==> config.mk <==
export PLATFORM = sky130hd
export DESIGN_NAME = uart_tx_scheduler
export DESIGN_NICKNAME = d
export VERILOG_FILES = /design/src/rtl/uart_pkg.sv /design/src/rtl/uart_byte_fifo.sv /design/src/rtl/uart_tx_scheduler.sv
export SDC_FILE = /design/constraint.sdc
export NUM_CORES = 1
export LEC_CHECK = 0
export ABC_CLOCK_PERIOD_IN_PS = 2750
export CORE_MARGIN = 2
export CORE_UTILIZATION = 25
export CTS_BUF_LIST = sky130_fd_sc_hd__clkbuf_8
export DETAILED_ROUTE_END_ITERATION = 8
export PLACE_DENSITY_LB_ADDON = 0.08
export SLEW_MARGIN = 20
export SYNTH_ARGS = -nofsm -noshare
export SYNTH_HDL_FRONTEND = slang
export SYNTH_SLANG_ARGS = --single-unit
==> constraint.sdc <==
create_clock -name clk -period 2.75 [get_ports clk]
set_input_delay 0.4125 -clock clk [delete_from_list [all_inputs] [get_ports clk]]
set_output_delay 0.4125 -clock clk [all_outputs]
set_load 0.03 [all_outputs]
==> src/rtl/uart_pkg.sv <==
`default_nettype none
// ============================================================================
// Module : uart_pkg
// Shared scheduler state encoding and the round-robin pick helper.
// Rev    : 1.0  initial release
// ============================================================================
package uart_pkg;

  localparam int UART_DATA_W = 8;

  typedef enum logic [2:0] {
    IDLE      = 3'd0,
    LOAD      = 3'd1,
    START     = 3'd2,
    WAIT_ACK  = 3'd3,
    WAIT_DONE = 3'd4
  } sched_state_t;

  // With both sources pending the one not served last wins.
  function automatic logic rr_pick(input logic last, input logic [1:0] nempty);
    if (&nempty) return ~last;
    return nempty[1];
  endfunction

endpackage
`default_nettype wire

==> src/rtl/uart_byte_fifo.sv <==
`default_nettype none
// ============================================================================
// Module : uart_byte_fifo
// Small synchronous FIFO; full/empty come from the registered occupancy count.
// Rev    : 1.0  initial release
// ============================================================================
module uart_byte_fifo #(
  parameter int DATA_W = 8,
  parameter int DEPTH  = 4
) (
  input  logic              clk,
  input  logic              rst,
  input  logic              push,
  input  logic [DATA_W-1:0] push_data,
  input  logic              pop,
  output logic [DATA_W-1:0] head,
  output logic              full,
  output logic              empty
);

  localparam int c_aw = (DEPTH > 1) ? $clog2(DEPTH) : 1;
  localparam int c_cw = $clog2(DEPTH) + 1;
  localparam logic [c_aw-1:0] c_ptr_one = c_aw'(1);
  localparam logic [c_cw-1:0] c_cnt_one = c_cw'(1);
  localparam logic [c_cw-1:0] c_cnt_max = c_cw'(DEPTH);

  logic [DATA_W-1:0] r_mem [DEPTH];
  logic [c_aw-1:0]   r_wr_ptr;
  logic [c_aw-1:0]   r_rd_ptr;
  logic [c_cw-1:0]   r_count;
  logic              w_push;
  logic              w_pop;

  assign full   = (r_count == c_cnt_max);
  assign empty  = (r_count == '0);
  assign w_push = push & ~full;
  assign w_pop  = pop & ~empty;
  assign head   = r_mem[r_rd_ptr];

  always_ff @(posedge clk or posedge rst) begin
    if (rst) begin
      r_wr_ptr <= '0;
      r_rd_ptr <= '0;
      r_count  <= '0;
    end else begin
      if (w_push) r_wr_ptr <= r_wr_ptr + c_ptr_one;
      if (w_pop)  r_rd_ptr <= r_rd_ptr + c_ptr_one;
      case ({w_push, w_pop})
        2'b10:   r_count <= r_count + c_cnt_one;
        2'b01:   r_count <= r_count - c_cnt_one;
        default: r_count <= r_count;
      endcase
    end
  end

  // Storage needs no reset; occupancy alone defines valid entries.
  always_ff @(posedge clk) begin
    if (w_push) r_mem[r_wr_ptr] <= push_data;
  end

endmodule
`default_nettype wire

==> src/rtl/uart_tx_scheduler.sv <==
`default_nettype none
// ============================================================================
// Module : uart_tx_scheduler
// Round-robin sharing of one UART transmitter between two buffered byte sources.
// Rev    : 1.0  initial release
// ============================================================================
module uart_tx_scheduler
  import uart_pkg::*;
#(
  parameter int DATA_W      = UART_DATA_W,
  parameter int FIFO_DEPTH  = 4,
  parameter int ACK_TIMEOUT = 64,
  parameter int CNT_W       = 16
) (
  input  logic                clk,
  input  logic                rst,
  input  logic [1:0]          req_valid_i,
  input  logic [2*DATA_W-1:0] req_data_i,
  output logic [1:0]          req_ready_o,
  output logic [DATA_W-1:0]   tx_data_o,
  output logic                tx_start_o,
  input  logic                tx_busy_i,
  output logic [1:0]          grant_o,
  output logic                busy_o,
  output logic                err_timeout_o,
  input  logic                err_clr_i,
  output logic [CNT_W-1:0]    sent_cnt_o
);

  localparam int c_ack_w = $clog2(ACK_TIMEOUT + 1);
  localparam logic [c_ack_w-1:0] c_ack_last = c_ack_w'(ACK_TIMEOUT - 1);
  localparam logic [c_ack_w-1:0] c_ack_one  = c_ack_w'(1);
  localparam logic [CNT_W-1:0]   c_cnt_one  = CNT_W'(1);

  sched_state_t        r_state;
  logic                r_last;
  logic [c_ack_w-1:0]  r_ack_cnt;
  logic [DATA_W-1:0]   r_tx_data;
  logic                r_tx_start;
  logic [1:0]          r_grant;
  logic                r_err;
  logic [CNT_W-1:0]    r_sent_cnt;

  logic [1:0]          w_full;
  logic [1:0]          w_empty;
  logic [1:0]          w_nempty;
  logic [1:0]          w_pop;
  logic [DATA_W-1:0]   w_head [2];
  logic                w_pick;
  logic                w_grant_en;
  logic                w_ack_expire;

  generate
    for (genvar n = 0; n < 2; n++) begin : g_fifo
      uart_byte_fifo #(
        .DATA_W (DATA_W),
        .DEPTH  (FIFO_DEPTH)
      ) u_fifo (
        .clk       (clk),
        .rst       (rst),
        .push      (req_valid_i[n]),
        .push_data (req_data_i[n*DATA_W +: DATA_W]),
        .pop       (w_pop[n]),
        .head      (w_head[n]),
        .full      (w_full[n]),
        .empty     (w_empty[n])
      );
    end
  endgenerate

  assign req_ready_o = ~w_full;
  assign w_nempty    = ~w_empty;
  assign w_pick      = rr_pick(r_last, w_nempty);
  // A foreign frame on the line (busy while idle) holds off new grants.
  assign w_grant_en  = (r_state == IDLE) && !tx_busy_i && (|w_nempty);
  assign w_ack_expire = (r_state == WAIT_ACK) && !tx_busy_i && (r_ack_cnt == c_ack_last);

  always_comb begin
    w_pop = 2'b00;
    if (w_grant_en) w_pop[w_pick] = 1'b1;
  end

  always_ff @(posedge clk or posedge rst) begin
    if (rst) begin
      r_state    <= IDLE;
      r_last     <= 1'b1;
      r_ack_cnt  <= '0;
      r_tx_data  <= '0;
      r_tx_start <= 1'b0;
      r_grant    <= 2'b00;
      r_err      <= 1'b0;
      r_sent_cnt <= '0;
    end else begin
      r_tx_start <= 1'b0;
      case (r_state)
        IDLE: begin
          if (w_grant_en) begin
            r_tx_data <= w_head[w_pick];
            r_grant   <= w_pick ? 2'b10 : 2'b01;
            r_state   <= LOAD;
          end
        end
        LOAD: begin
          r_tx_start <= 1'b1;
          r_state    <= START;
        end
        START: begin
          r_ack_cnt <= '0;
          r_state   <= WAIT_ACK;
        end
        WAIT_ACK: begin
          if (tx_busy_i) begin
            r_state <= WAIT_DONE;
          end else if (w_ack_expire) begin
            r_grant <= 2'b00;
            r_state <= IDLE;
          end else begin
            r_ack_cnt <= r_ack_cnt + c_ack_one;
          end
        end
        WAIT_DONE: begin
          if (!tx_busy_i) begin
            r_sent_cnt <= r_sent_cnt + c_cnt_one;
            r_last     <= r_grant[1];
            r_grant    <= 2'b00;
            r_state    <= IDLE;
          end
        end
        default: r_state <= IDLE;
      endcase
      // A timeout raised in the same cycle as a clear keeps the flag set.
      if (w_ack_expire)   r_err <= 1'b1;
      else if (err_clr_i) r_err <= 1'b0;
    end
  end

  assign tx_data_o     = r_tx_data;
  assign tx_start_o    = r_tx_start;
  assign grant_o       = r_grant;
  assign busy_o        = (r_state != IDLE);
  assign err_timeout_o = r_err;
  assign sent_cnt_o    = r_sent_cnt;

endmodule
`default_nettype wire

==> flow_metrics.py, run 1 <==
# Generated from Yosys and OpenROAD reports
metrics = {
    "clocking": {
        "tritoncts": "done",
        "postCtsSetupBuffers": 0,
    },
    "logic_synthesis": {
        "top_cell_area_share_pct": 38.7,
        "simple_gate_area_share_pct": 9.97,
        "ys_ff": 117,
        "synthTopCellsByCount": "edfxtp_1, dfrtp_1, nand2_1",
        "edf_count": 64,
        "aoi_share_pct": 4.76,
        "ys_types": 50,
        "syn_avg_cell_area_um2": 14.9,
        "top_cell": "edfxtp_1",
        "synthCells": 333,
    },
    "die": {
        "die_y_um": 145,
        "die_area_mm2": 0.0210,
        "ios": 53,
        "core_util_floorplan_pct": 25.5,
        "design.core.area_mm2": 0.0195,
    },
    "power_and_ir_drop": {
        "clock_power_mw": 1.62,
        "leakage_nw": 2.42,
        "clockPowerShare_pct": 26.3,
        "p_comb_mw": 1.82,
        "internal_power_mw": 3.98,
    },
    "worst_setup_path": {
        "endpoint_kind": "output port",
        "r2r-start": "r_state[1]$_DFFE_PP0P_",
        "crit_fanout": 9,
    },
    "routing": {
        "drc": 0,
        "wl_met3_um": 432,
        "drt_iter0_markers": 165,
        "wl_met1_mm": 4.86,
    },
    "sta": {
        "holdWs_ns": 0.368,
        "worstMarginPinSlew_ns": 0.674,
        "relSlewSlack_pct": 54.8,
    },
    "worst_hold_path": {
        "hp-class": "in2async",
    },
    "cells_and_area": {
        "finalNetCount": 438,
        "fillers": 1953,
        "final-instance-count-excl-fill": 680,
    },
    "global_routing": {
        "grt-busiest-layer": "met2",
        "first_global_vias": 3090,
        "grt_usage_pct": 10.7,
    },
    "job": {
        "warning_count": 32,
    },
    "status": {
        "outcome": "completed",
    },
}
[run 1: sequential cells by signal (all words and copies together), names as in the netlist, 2 cells and up]
register	count
g_fifo.u_fifo.r_count	6
g_fifo.u_fifo.r_mem	64
g_fifo.u_fifo.r_rd_ptr	4
g_fifo.u_fifo.r_wr_ptr	4
grant_o	2
r_ack_cnt	7
r_state	3
sent_cnt_o	16
tx_data_o	8
[run 1: layout make-up]
cell class	count	area share (%)
clock inverter	15	2.74
timing repair buffer	59	9.38
multi-input combinational	186	25.5
clock buffer	17	3.75
sequential	117	52.0
inverter	21	1.26
tap	265	5.31
[run 1: worst max-delay path, delay by kind of cell, from the launching register on]
family	cells	cell delay [ns]
flops	1	0.51
simple gates	1	0.41
buf+inv	1	0.60
Figure 1. Met2 routing (run 1).
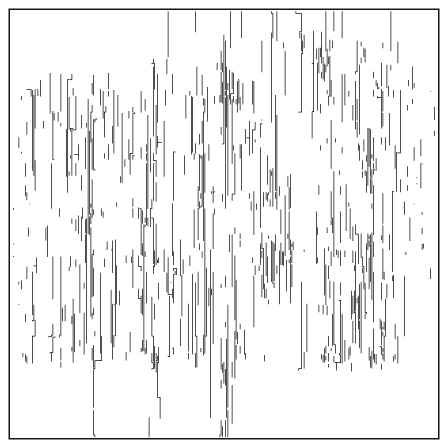
wire length on this layer: 5,050 um
nets with wire on the layer: 374
longest straight run: 56.8 um
share of all routed wire: 48%

Figure 2. Cells by drive strength (run 1).
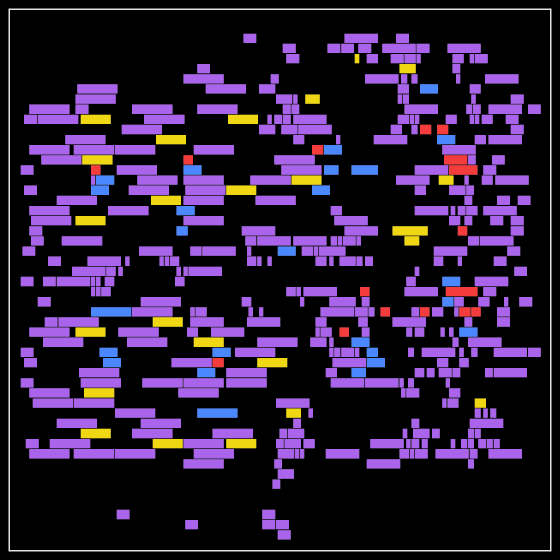
[purple] drive 1 or less | cells: 350 | share: 84%
[red] drive 3 to 4 | cells: 16 | share: 3.9%
[blue] drive 6 and up | cells: 25 | share: 6.0%
[yellow] drive 2 | cells: 24 | share: 5.8%

Figure 3. Local utilization (run 1).
The bar under the picture is 50 um long. 14 x 14 tiles, from dark blue (low) to red (high), 0 to 100% covered.
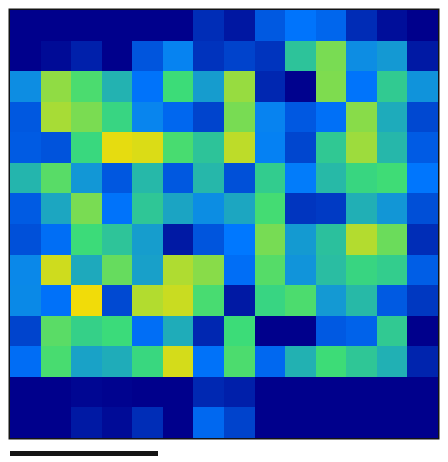
fullest tile: 73%
mean over tiles: 28%
emptiest ninth of the die: lower right
nearly empty tiles: 17%

==> run 1 -> run 2 <==
- TNS_END_PERCENT: unset -> 50
Figure 4. Routing congestion map (run 2).
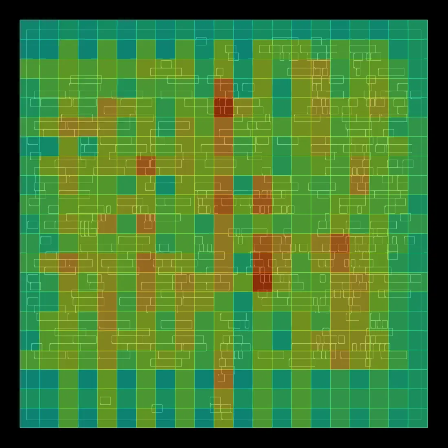
Total GRT Usage: 10.7%
busiest grt layer: met2
met1 Resource Use GR: 13.7%
fin util: 32.1%
drt wl/cell: 15.3 um

==> flow_metrics.py, run 2 <==
# Generated from Yosys and OpenROAD reports
metrics = {
    "worst_setup_path": {
        "r2r-start": "r_state[1]$_DFFE_PP0P_",
        "crit_fanout": 9,
        "path_depth": 2,
        "critPathBufInv": 1,
        "endpoint_kind": "output port",
    },
    "status": {
        "outcome": "completed",
    },
    "cells_and_area": {
        "fillers": 1953,
        "finalNetCount": 438,
        "regMostFlops": "g_fifo.u_fifo.r_mem",
        "final-instance-count-excl-fill": 680,
        "largest_reg_flops": 64,
    },
    "power_and_ir_drop": {
        "internal_power_mw": 3.98,
        "power_frac_seq_pct": 44.2,
        "leakage_nw": 2.42,
        "clock_power_mw": 1.62,
        "clockPowerShare_pct": 26.3,
        "p_comb_mw": 1.82,
    },
    "sta": {
        "relSlewSlack_pct": 54.8,
        "worstMarginPinSlew_ns": 0.674,
    },
    "routing": {
        "drt_iter0_markers": 165,
        "drc": 0,
    },
    "logic_synthesis": {
        "top_cell_area_share_pct": 38.7,
        "syn_avg_cell_area_um2": 14.9,
        "top_cell": "edfxtp_1",
        "synthTopCellsByCount": "edfxtp_1, dfrtp_1, nand2_1",
        "ys_types": 50,
        "synth_seq_share_pct": 65.4,
        "edf_count": 64,
    },
    "worst_hold_path": {
        "hp-class": "in2async",
    },
    "die": {
        "die_area_mm2": 0.0210,
        "core_util_floorplan_pct": 25.5,
        "die_y_um": 145,
    },
    "clocking": {
        "postCtsSetupBuffers": 0,
        "tritoncts": "done",
    },
    "global_routing": {
        "first_global_vias": 3090,
    },
}
run 2: cell families after synthesis:
family,Yosys count,synth area share [%]
AOI/OAI and AO/OA,34,4.76
adders and majority gates,14,3.83
buffers and inverters,30,2.49
DFF,117,65.4
xor gates and xnor gates,27,4.76
and+or+nand+nor,88,9.98
muxes,23,8.77
run 2: routing by layer:
layer  part of all wire, %  routed length [um]  vias up
met3                   4.1                 432        4
met5                     0                   0        -
li1                      -                   -     1365
met1                    47                4860     1441
met4                  0.83                  87        0
met2                    48                5050       50
run 2: cell type report:
cell class              instances  area share, %
clock buffers                  17           3.75
well taps                     265           5.31
inverters                      21           1.26
multi-input cells             186           25.5
repair buffers                 59           9.38
flip-flops and latches        117           52.0
clock inverters                15           2.74
==> run 2 -> run 3 <==
- SETUP_SLACK_MARGIN: unset -> 0.1
Figure 5. The metal 1 layer (run 3).
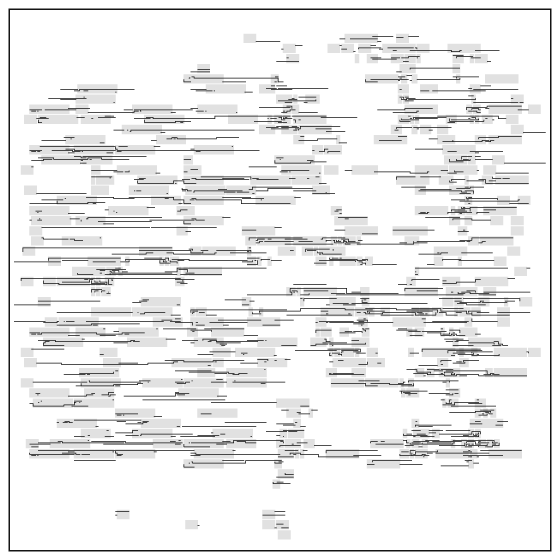
longest straight run: 42.8 um
nets with wire on the layer: 389
wire length on this layer: 4,860 um
share of all routed wire: 47%

==> flow_metrics.py, run 3 <==
# Generated from Yosys and OpenROAD reports
metrics = {
    "routing": {
        "wl_met1_mm": 4.86,
        "wl_met3_um": 432,
        "wl_met2_mm": 5.05,
        "top_layer": "met4",
        "wl_per_cell_um": 15.3,
        "drc": 0,
    },
    "sta": {
        "holdWs_ns": 0.368,
        "relSlewSlack_pct": 54.8,
        "worstMarginPinSlew_ns": 0.674,
    },
    "worst_setup_path": {
        "crit_fanout": 9,
    },
    "status": {
        "outcome": "completed",
    },
    "global_routing": {
        "met1_usage_pct": 13.7,
        "first_global_vias": 3090,
        "grt_usage_pct": 10.7,
    },
    "logic_synthesis": {
        "ys_types": 50,
        "ys_ff": 117,
        "synthTopCellsByCount": "edfxtp_1, dfrtp_1, nand2_1",
        "synth_seq_share_pct": 65.4,
        "edf_count": 64,
        "simple_gate_area_share_pct": 9.97,
        "ys_sh_mux_pct": 8.77,
        "syn_avg_cell_area_um2": 14.9,
        "aoi_share_pct": 4.76,
        "top_cell_area_share_pct": 38.7,
        "logic_family": "simple AND/OR/NAND/NOR gates",
        "top_cell": "edfxtp_1",
    },
    "power_and_ir_drop": {
        "leakage_nw": 2.42,
        "p_comb_mw": 1.82,
        "clock_power_mw": 1.62,
        "internal_power_mw": 3.98,
        "power_frac_seq_pct": 44.2,
        "clockPowerShare_pct": 26.3,
    },
    "cells_and_area": {
        "fillers": 1953,
        "finalNetCount": 438,
        "final_core_util_pct": 32.1,
        "largest_reg_flops": 64,
        "final-instance-count-excl-fill": 680,
        "regMostFlops": "g_fifo.u_fifo.r_mem",
    },
    "die": {
        "die_area_mm2": 0.0210,
        "design.core.area_mm2": 0.0195,
        "ios": 53,
        "die_y_um": 145,
    },
    "job": {
        "warning_count": 32,
    },
    "worst_hold_path": {
        "hp-class": "in2async",
    },
}
[run 3: cell counts after synthesis]
No cell type changed its count.
[run 3: layout make-up]
cell class	count	area, um2	share of cell area [%]
Inverter	21	78.8	1.26
Multi-Input combinational cell	186	1590	25.5
Sequential cell	117	3250	52.0
Tap cell	265	332	5.31
Clock buffer	17	234	3.75
Timing Repair Buffer	59	586	9.38
Clock inverter	15	171	2.74
[run 3: cell families after synthesis]
kind of cell,count (synthesis)
xor+xnor,27
simple gates,88
fa+ha+maj,14
compound gates,34
buf+inv,30
mux,23
flops,117
[run 3: critical path, stage by stage, from the launching register on]
cell and delay, ns:
dfrtp_1 0.51, or3_1 0.41, clkdlybuf4s50_1 0.60
